--- src/rtl/mod_share_sched.sv ---
// Round-robin scheduler that time-shares one 4-bit-in / 1-bit-out evaluation cell
// among NREQ requesters, capturing each result into a per-requester register.
module mod_share_sched #(
    parameter int NREQ = 4,
    parameter int AW   = 4,
    parameter int LAT  = 0
) (
    input  logic             clk,
    input  logic             rst_n,
    input  logic [NREQ-1:0]    req,
    input  logic [NREQ*AW-1:0] a_in,
    output logic [NREQ-1:0]    gnt,
    output logic [NREQ-1:0]    done,
    output logic [NREQ-1:0]    y_out,
    output logic [AW-1:0]      mod_a,
    input  logic             mod_y,
    output logic             busy
);
    localparam int PW = (NREQ > 1) ? $clog2(NREQ) : 1;

    typedef enum logic {IDLE, WAIT} state_e;

    state_e          state_q, state_d;
    logic [PW-1:0]   ptr_q, ptr_d;
    logic [PW-1:0]   cur_q, cur_d;
    logic [2:0]      cnt_q, cnt_d;
    logic [NREQ-1:0] gnt_q, gnt_d;
    logic [NREQ-1:0] done_q, done_d;
    logic [NREQ-1:0] y_q, y_d;
    logic [AW-1:0]   moda_q, moda_d;
    logic            busy_q, busy_d;

    logic            sel_vld;
    logic [PW-1:0]   sel_idx;

    // First requester at or after ptr, wrapping modulo NREQ.
    always_comb begin
        sel_vld = 1'b0;
        sel_idx = '0;
        for (int i = 0; i < NREQ; i++) begin
            if (!sel_vld && req[(int'(ptr_q) + i) % NREQ]) begin
                sel_vld = 1'b1;
                sel_idx = PW'((int'(ptr_q) + i) % NREQ);
            end
        end
    end

    always_comb begin
        state_d = state_q;
        ptr_d   = ptr_q;
        cur_d   = cur_q;
        cnt_d   = cnt_q;
        gnt_d   = '0;
        done_d  = '0;
        y_d     = y_q;
        moda_d  = moda_q;
        case (state_q)
            IDLE: begin
                if (sel_vld) begin
                    moda_d         = a_in[sel_idx*AW +: AW];
                    gnt_d[sel_idx] = 1'b1;
                    cnt_d          = 3'(LAT);
                    cur_d          = sel_idx;
                    ptr_d          = (sel_idx == PW'(NREQ - 1)) ? '0 : sel_idx + 1'b1;
                    state_d        = WAIT;
                end
            end
            WAIT: begin
                if (cnt_q != 3'd0) begin
                    cnt_d = cnt_q - 1'b1;
                end else begin
                    // Result sampled only here; the operand was frozen at grant.
                    y_d[cur_q]    = mod_y;
                    done_d[cur_q] = 1'b1;
                    state_d       = IDLE;
                end
            end
            default: state_d = IDLE;
        endcase
        busy_d = (state_d == WAIT);
    end

    always_ff @(posedge clk or negedge rst_n) begin
        if (!rst_n) begin
            state_q <= IDLE;
            ptr_q   <= '0;
            cur_q   <= '0;
            cnt_q   <= '0;
            gnt_q   <= '0;
            done_q  <= '0;
            y_q     <= '0;
            moda_q  <= '0;
            busy_q  <= 1'b0;
        end else begin
            state_q <= state_d;
            ptr_q   <= ptr_d;
            cur_q   <= cur_d;
            cnt_q   <= cnt_d;
            gnt_q   <= gnt_d;
            done_q  <= done_d;
            y_q     <= y_d;
            moda_q  <= moda_d;
            busy_q  <= busy_d;
        end
    end

    assign gnt   = gnt_q;
    assign done  = done_q;
    assign y_out = y_q;
    assign mod_a = moda_q;
    assign busy  = busy_q;
endmodule

--- config.mk ---
export PLATFORM = sky130hd
export DESIGN_NAME = mod_share_sched
export DESIGN_NICKNAME = d
export VERILOG_FILES = /design/src/rtl/mod_share_sched.sv
export SDC_FILE = /design/constraint.sdc
export NUM_CORES = 1
export LEC_CHECK = 0
export ABC_AREA = 1
export CORE_UTILIZATION = 28
export DETAILED_ROUTE_END_ITERATION = 10
export SLEW_MARGIN = 15
export SYNTH_ARGS = -nofsm -noshare
export SYNTH_HDL_FRONTEND = slang
export SYNTH_SLANG_ARGS = --single-unit
--- constraint.sdc ---
create_clock -name clk -period 4.9 [get_ports clk]
set_input_delay 0.735 -clock clk [delete_from_list [all_inputs] [get_ports clk]]
set_output_delay 0.735 -clock clk [all_outputs]
set_load 0.05 [all_outputs]
**Run 1: routed metal per tile**

Scale bar: 20 um. The die is cut into 15 by 15 equal tiles; dark purple is low, yellow is high, scaled to the fullest tile. Values are wire area over tile area, all layers added.
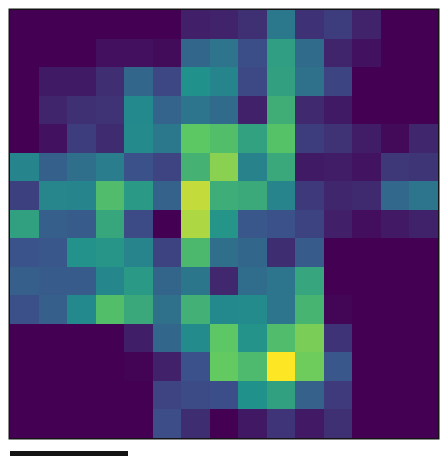
mean over tiles	0.088
tiles over half the peak	17%
nearly empty tiles	30%
fullest tile	0.37

**Run 1: routed clock nets over the placement**

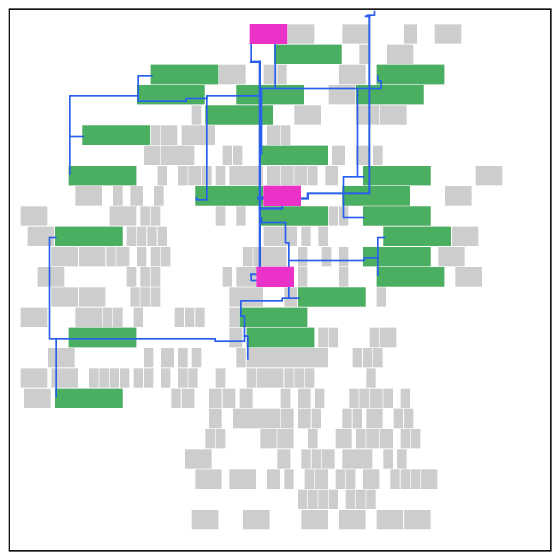
[blue] clock wires | length: 301 um
[green] flip-flops | count: 24
[magenta] clock-net drivers | count: 3
routed clock nets	4

**Run 1: placement view**

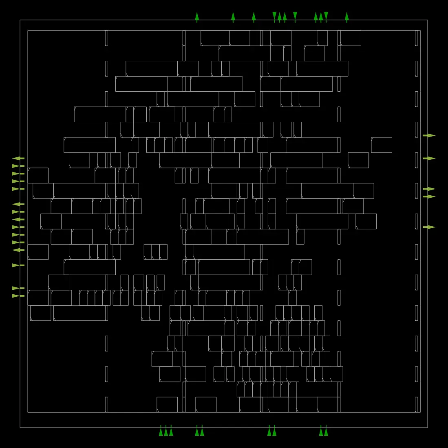
share of the core filled with cells in the final layout: 39.9%
tap cell count: 67
number of filler cells placed in the layout: 513

==> notes.md, run 1 <==
The number of antenna violations at the first check in global routing was 0; the layout overhead on the synthesized area was 36.0%. According to the I/O placement log, the pin count is 40. The share of final-layout standard cells stronger than drive strength 1 was 7.83%; the die boundary height was 72.6 um. STA on the placed design reports a worst setup slack of 2130 ps. The worst setup path is captured at a flop. Total via count after detailed routing: 1,239. With the quantity of gates resized following cts at 0, the number of rows created at floorplan is 25.

The run gives 1830 um2 as the instance area at placement. The last weighted congestion value of the routability-driven placer came out at 0.890. The sequential share of the synthesized area is 43.0%. For the worst reg-to-reg path, the endpoint reported by OpenROAD is ptr_q[1].

The flow ran to the end, and the final reports show no timing, DRC or antenna violations. The peak clock frequency supported by timing was 404 MHz.

At the pin with the least slew margin, the transition time is 512 ps. With the count of synthesis-stage warnings from yosys at 0, the post-route cell area is 1900 um2. Of the available clock period, the critical path in the final layout requires 50.5%. The critical path start-end classification was input pin to flop.

The logs give 5050 ps for the critical path required time and 0 for the number of antenna-violating nets in the routed design. For the largest net degree at the start of global routing, the log shows 25. TritonCTS built the clock tree.

The longest incremental delay of any stage on the critical path is reported as 420 ps. The violation tally recorded at the end of detailed-routing iteration 0 is 70. At the worst endpoint, the arrival time is 2630 ps. The worst min-delay path class is input pin to async pin. The setup fix buffers added after clock tree synthesis is 0, and the final antenna diode count is 0. For the number of iterations in the first detailed-routing pass, the log shows 4. The detail-routed via count per cell was 4.17.

With the H-tree depth at 1, the worst path buffer plus inverter count is 3. The finished layout holds 297 standard cells, fillers aside. After synthesis, the chip area reported by Yosys is 1400 um2.

Number of max-cap violations: 0. Listed in order, past its start point the critical path passes clkdlybuf4s50_1, inv_1, nand2_1, nand3_1, nand2_2, nor2_4, nand3_4, nand3_2, inv_1, ha_1, nand2_1, o21ai_0. The run gives 0 ps for the final-layout setup total negative slack. With the post-cts hold-fix buffer tally at 0, the peak fanout along the critical path is 12. The synthesized netlist was found by Yosys to have 191 cells. After synthesis the cells add up to 1400 um2.

The tools report the startpoint type of the worst setup path as an input pin. Endpoints failing hold in the final report were tallied at 0. The die width came out at 72.6 um.

The post-synth register bit count is 24. Hold is met by 428 ps. The average cell area after synthesis is 7.30 um2.

The global-route congestion overflow total is 0, and the HPWL after detailed placement is 2290 um. The run gives 29.3% as the initial core utilization. The synthesized instance count is 191.

The run gives 293 as the cell total after placement. CTS placed an instance of sky130_fd_sc_hd__clkbuf_8 at the clock tree root. The clock-pin slew reported for the worst setup and hold paths after clock tree synthesis works out to 80 ps. The run gives 260 as the number of nets at the end of the flow.

At the later pin of the worst-skew pair, clock insertion delay measures 270 ps. The CTS log lists the clock sinks for this run as 24. In this run the tightest slew margin relative to its limit is 65.8%. After layout, the worst setup slack is 2430 ps. The timing report gives the worst reg2reg path a setup slack of 2580 ps.

The count of tool warnings works out to 29. From the final report, the count of setup violators was given as 0. Cell with the largest stage delay on the worst path: sky130_fd_sc_hd__clkdlybuf4s50_1. TritonCTS created 3 clock buffers. The global-route wire length before repair came out at 5290 um. Setup repair after global routing left no endpoint under its margin. Counting along the longest clock path gives a buffer depth of 2. The number of global-route vias before repair is 1,223.
[run 1: metrics by stage]
step | utilization (%)
3_3_place_gp | 38.5
2_1_floorplan | -
5_1_grt | 39.9
6_report | 39.9
4_1_cts | 40.0
3_5_place_dp | 38.5
[run 1: flip-flops by register name (all words and copies together) (netlist names)]
signal / count
done: 4
gnt: 4
mod_a: 4
y_out: 4
cnt_q: 3
cur_q: 2
ptr_q: 2
busy: 1
[run 1: worst max-delay path by stage]
stage	startpoint	endpoint	slack, ps	cells past startpoint
floorplan	req[3]	ptr_q[1]	2910	11
global placement	req[1]	ptr_q[1]	2200	12
detailed placement	req[1]	ptr_q[1]	2130	12
CTS	req[3]	ptr_q[1]	2430	12
global route	req[2]	ptr_q[1]	2220	14
finish	req[3]	ptr_q[1]	2430	12
[run 1: cells by family after synthesis]
family	Yosys count	share of synthesized area, %
adders and majority gates	6	5.38
DFF	24	43.0
and+or+nand+nor	116	36.2
AOI/OAI and AO/OA	13	5.02
buffers and inverters	32	10.3
[run 1: routing by layer]
metal	routed length, um	track usage, %	up-vias
met4	52	5.01	0
met5	0	0	-
met1	1470	16.2	540
met3	101	2.21	5
li1	-	-	665
met2	1340	21.6	29
[run 1: cell usage after synthesis]
cell type | n | share of area [%]
sky130_fd_sc_hd__nor3_1 | 4 | 1.4
sky130_fd_sc_hd__buf_6 | 3 | 2.4
sky130_fd_sc_hd__nand2_2 | 6 | 2.7
sky130_fd_sc_hd__o21ai_1 | 2 | 0.72
sky130_fd_sc_hd__nand2_1 | 74 | 20
sky130_fd_sc_hd__inv_1 | 24 | 6.5
sky130_fd_sc_hd__buf_2 | 1 | 0.36
sky130_fd_sc_hd__nand3_2 | 1 | 0.72
sky130_fd_sc_hd__o21ai_0 | 2 | 0.72
sky130_fd_sc_hd__dfrtp_1 | 24 | 43
sky130_fd_sc_hd__ha_1 | 6 | 5.4
sky130_fd_sc_hd__o22ai_1 | 2 | 0.90
sky130_fd_sc_hd__nor2_4 | 1 | 0.81
sky130_fd_sc_hd__a21oi_1 | 6 | 2.2
sky130_fd_sc_hd__o21bai_1 | 1 | 0.54
sky130_fd_sc_hd__nor2_1 | 12 | 3.2
sky130_fd_sc_hd__inv_2 | 4 | 1.1
sky130_fd_sc_hd__nand3_1 | 16 | 5.7
sky130_fd_sc_hd__nand4_1 | 1 | 0.45
sky130_fd_sc_hd__nand3_4 | 1 | 1.3
[run 1: area by class of cell]
class	instances	area (um2)
timing repair buffer	39	385
clock inverter	1	30.0
fill	513	2860
tap	67	83.8
multi-input combinational	135	651
inverter	28	105
sequential	24	601
clock buffer	3	41.3
## Run 2: what changed since run 1
- clock period: 4.9 -> 2.5 ns (I/O delays scaled with it)
**Run 2: placement view**

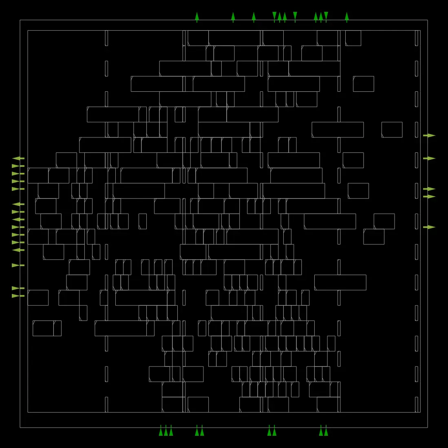
num rows: 25
num sequential: 24
final instance count without filler cells: 300
share of the core filled with cells in the final layout: 40.5%
fraction of area in registers: 31.2%

==> run 2 against run 1 <==
Compared with the run above:
- first-iteration DRC count fell by 16%
- register-to-register slack lost 2200 ps
- flip-flop count unchanged
- critical path type is now flop to flop
- final cell count is 1.0% higher
- global-route usage decreased by 0.59 points
- critical path depth did not move
- synthesized cell count stayed put
- hold slack improved by 36 ps
- design area is 1.5% higher
- non-clock buffer count rose by 3
==> notes.md, run 2 <==
The stage delay of the slowest cell on the critical path is 550 ps (+130 ps), and the flip-flop and latch count after synthesis is 24 (unchanged). The area used by sequential logic in the layout was 601 um2 (unchanged); the yosys synthesis chip area was 1400 um2 (unchanged). Per the STA report, the cell with the highest stage delay on the worst path is sky130_fd_sc_hd__dfrtp_1. The count of library flops with an enable pin was 0 (unchanged); the number of max-cap violations was 0 (unchanged). The transition time of the tightest slew-check pin came out at 509 ps (-3.00 ps).

The tools report the tightest hold margin as 464 ps (+35.7 ps). The sequential share of the synthesized area is 43.0% (unchanged), and the global-route wire length before repair is 5100 um (-3.6%). Detail-routed via count per cell: 4.22 (+1.2%). Cell repeated most along the worst path: sky130_fd_sc_hd__nand2_1. The tools report the clock tree buffer depth as 2 (unchanged). The number of antenna violations at the first check in global routing was 0 (unchanged).

For this block, the routed nets add up to 2970 um of wire. The flow ran to the end, and the final reports show no timing, DRC or antenna violations. Setup repair after global routing left no endpoint under its margin. The run gives 40 (unchanged) for the number of primary I/O pins. The tree is rooted in a sky130_fd_sc_hd__clkbuf_8.

The die boundary height is 72.6 um (unchanged). TritonCTS built the clock tree. Ranking logic cells in the layout by count gives the top entries 74 x sky130_fd_sc_hd__nand2_1, 39 x sky130_fd_sc_hd__clkdlybuf4s50_1, 24 x sky130_fd_sc_hd__inv_1, 24 x sky130_fd_sc_hd__dfrtp_1, 16 x sky130_fd_sc_hd__nand3_1.

The run gives 20 for the count of cell types in the netlist. Listed in order, past its start point the critical path passes inv_2, nand2_1, nand2_1, nand2_2, nand2_2, nor2_4, nand3_4, nand3_2, inv_1, ha_1, nand2_1, o21ai_0. With the average detailed-routed wire length per instance at 9.88 um, the initial core utilization is 29.3% (unchanged). Critical path required time: 2650 ps (-2400 ps). Counting instances in the post-synthesis netlist gives the leading cell types as 74 x sky130_fd_sc_hd__nand2_1, 24 x sky130_fd_sc_hd__dfrtp_1, 24 x sky130_fd_sc_hd__inv_1, 16 x sky130_fd_sc_hd__nand3_1, 12 x sky130_fd_sc_hd__nor2_1. The worst path buffer plus inverter count was 2 (-1); the number of antenna-violating nets in the routed design was 0 (unchanged). The run gives 1.79 ps for the clock skew.

Summed over all instances, the cell type with the most area after synthesis is sky130_fd_sc_hd__dfrtp_1. The global-route congestion overflow total is 0 (unchanged). The logs give 0 (unchanged) for the count of synthesis-stage warnings from yosys and 0 for the remaining routing DRC violations. Count of tool warnings: 29 (unchanged). The peak clock frequency supported by timing is 467 MHz. With the mapped cell area at 1400 um2 (unchanged), the layout overhead on the synthesized area is 37.9%. The number of port buffers is 39. The run gives 0 (unchanged) as the number of hold-slack violations in the final timing report. The clock-pin slew reported for the worst setup and hold paths after clock tree synthesis was 80 ps (about the same); the clock sink total was 24 (unchanged). The number of iterations in the first detailed-routing pass is 5 (+1), and the data arrival time of the worst path is 2290 ps (-340 ps). The core region is 4750 um2. The most common flop cell mapped by yosys was sky130_fd_sc_hd__dfrtp_1. The last weighted congestion value of the routability-driven placer is 0.871 (-2.1%). The nature of the critical path endpoint is a flop. Number of nets at the end of the flow: 263 (+1.2%). For the HPWL after detailed placement, the log shows 2330 um (+1.6%). The final antenna diode count is 0 (unchanged), and the final-layout setup total negative slack is 0 ps (unchanged).

The instance count of the mapped netlist is 191 (unchanged), and the number of pins exceeding their max-slew limit in the final report is 0. The worst min-delay path class is input pin to async pin. The cell total in the yosys stat output came out at 191 (unchanged). The portion of synthesized cell area occupied by the leading cell type was 43.0% (unchanged); the global router's overall resource usage was 12.2%.

The worst setup path is launched from a flop. The run gives 66.0% (+0.20 points) as the worst slew margin relative to its limit. The run gives 0 (unchanged) as the post-cts hold-fix buffer tally. The quantity of gates resized following cts was 0 (unchanged). The number of design-rule violations left by the first detailed-router iteration was 59 (-16%). With the final-report setup violation count at 0 (unchanged), the die width is 72.6 um (unchanged). Area of the multi-input gates: 651 um2 (unchanged). The H-tree depth is 1 (unchanged), and the average cell area after synthesis is 7.30 um2 (unchanged). The number of nets handed over by synthesis was 220. The insertion delay of the later-clocked pin in the worst-skew pair is 260 ps (about the same), and the share of final-layout standard cells stronger than drive strength 1 is 8.58% (+0.76 points). The largest net degree at the start of global routing was 25 (unchanged).

Grouping stages by cell kind, the critical path spends the most delay in simple AND/OR/NAND/NOR gates. The peak fanout along the critical path was 11 (-1). The run gives 1,266 (+2.2%) for the total via count after detailed routing. The run gives 3 (unchanged) as the TritonCTS buffer count. Critical path start-end classification: flop to flop. The chip occupies 5270 um2. With the share of async-settable or async-resettable flops after synthesis at 100% (unchanged), the time the worst path needs with I/O delays and setup is 2140 ps. The most common library cell in the layout ignoring fill and taps is sky130_fd_sc_hd__nand2_1. The most repeated cell in the gate-level netlist after synthesis was sky130_fd_sc_hd__nand2_1.

For reference, the top cells by area after synthesis are sky130_fd_sc_hd__dfrtp_1 43%, sky130_fd_sc_hd__nand2_1 20%, sky130_fd_sc_hd__inv_1 6.5%. For the number of inserted filler cells in the final layout, the log shows 523 (+1.9%). The number of global-route vias before repair is 1,187 (-2.9%). Dividing the final minimum period by the clock period gives 85.7%. The run gives 0 (unchanged) for the setup fix buffers added after clock tree synthesis.
[run 2: cell types whose count changed in the layout (fill, tap and decap cells not counted)]
cell,previous run,this run
sky130_fd_sc_hd__buf_4,0,3
sky130_fd_sc_hd__clkdlybuf4s50_1,38,39
sky130_fd_sc_hd__buf_2,1,0
[run 2: final timing paths]
check	slack, ps	cells past startpoint	from	endpoint
setup / recovery	360	12	ptr_q[0]	ptr_q[1]
min in group clk	490	2	mod_a[3]	mod_a[3]
max in group asynchronous	1810	2	rst_n	ptr_q[0]
hold reg to reg	490	2	mod_a[3]	mod_a[3]
hold / removal	460	2	rst_n	done[0]
setup reg to reg	360	12	ptr_q[0]	ptr_q[1]
[run 2: metal layers]
metal	GRT usage, %	part of all wire (%)	vias up
met5	0	0	-
met2	21.2	47	35
met3	2.21	4.0	2
met1	15.5	49	557
li1	-	-	672
met4	3.27	0.78	0
[run 2: stage by stage]
stage | cell area, um2 | instances | setup WS [ps] | utilization, %
after floorplan | 1400 | 191 | 756 | -
final | 1920 | 300 | 358 | 40.5
after CTS | 1920 | 300 | 362 | 40.5
after global routing | 1920 | 300 | 177 | 40.5
after detailed placement | 1850 | 296 | 283 | 39.0
after global placement | 1850 | 296 | 323 | 39.0
[run 2: logic make-up after synthesis]
family	Yosys count	share of synthesized area, %
AND/OR/NAND/NOR	116	36.2
buffers and inverters	32	10.3
flip-flops	24	43.0
AND-OR/OR-AND	13	5.02
adder cells (fa/ha/maj)	6	5.38
[run 2: final cells by class]
class / count / share of cell area [%]
clock inverters: 1 / 1.56
flip-flops and latches: 24 / 31.2
multi-input cells: 135 / 33.8
clock buffers: 3 / 2.15
repair buffers: 42 / 21.5
well taps: 67 / 4.36
inverters: 28 / 5.46
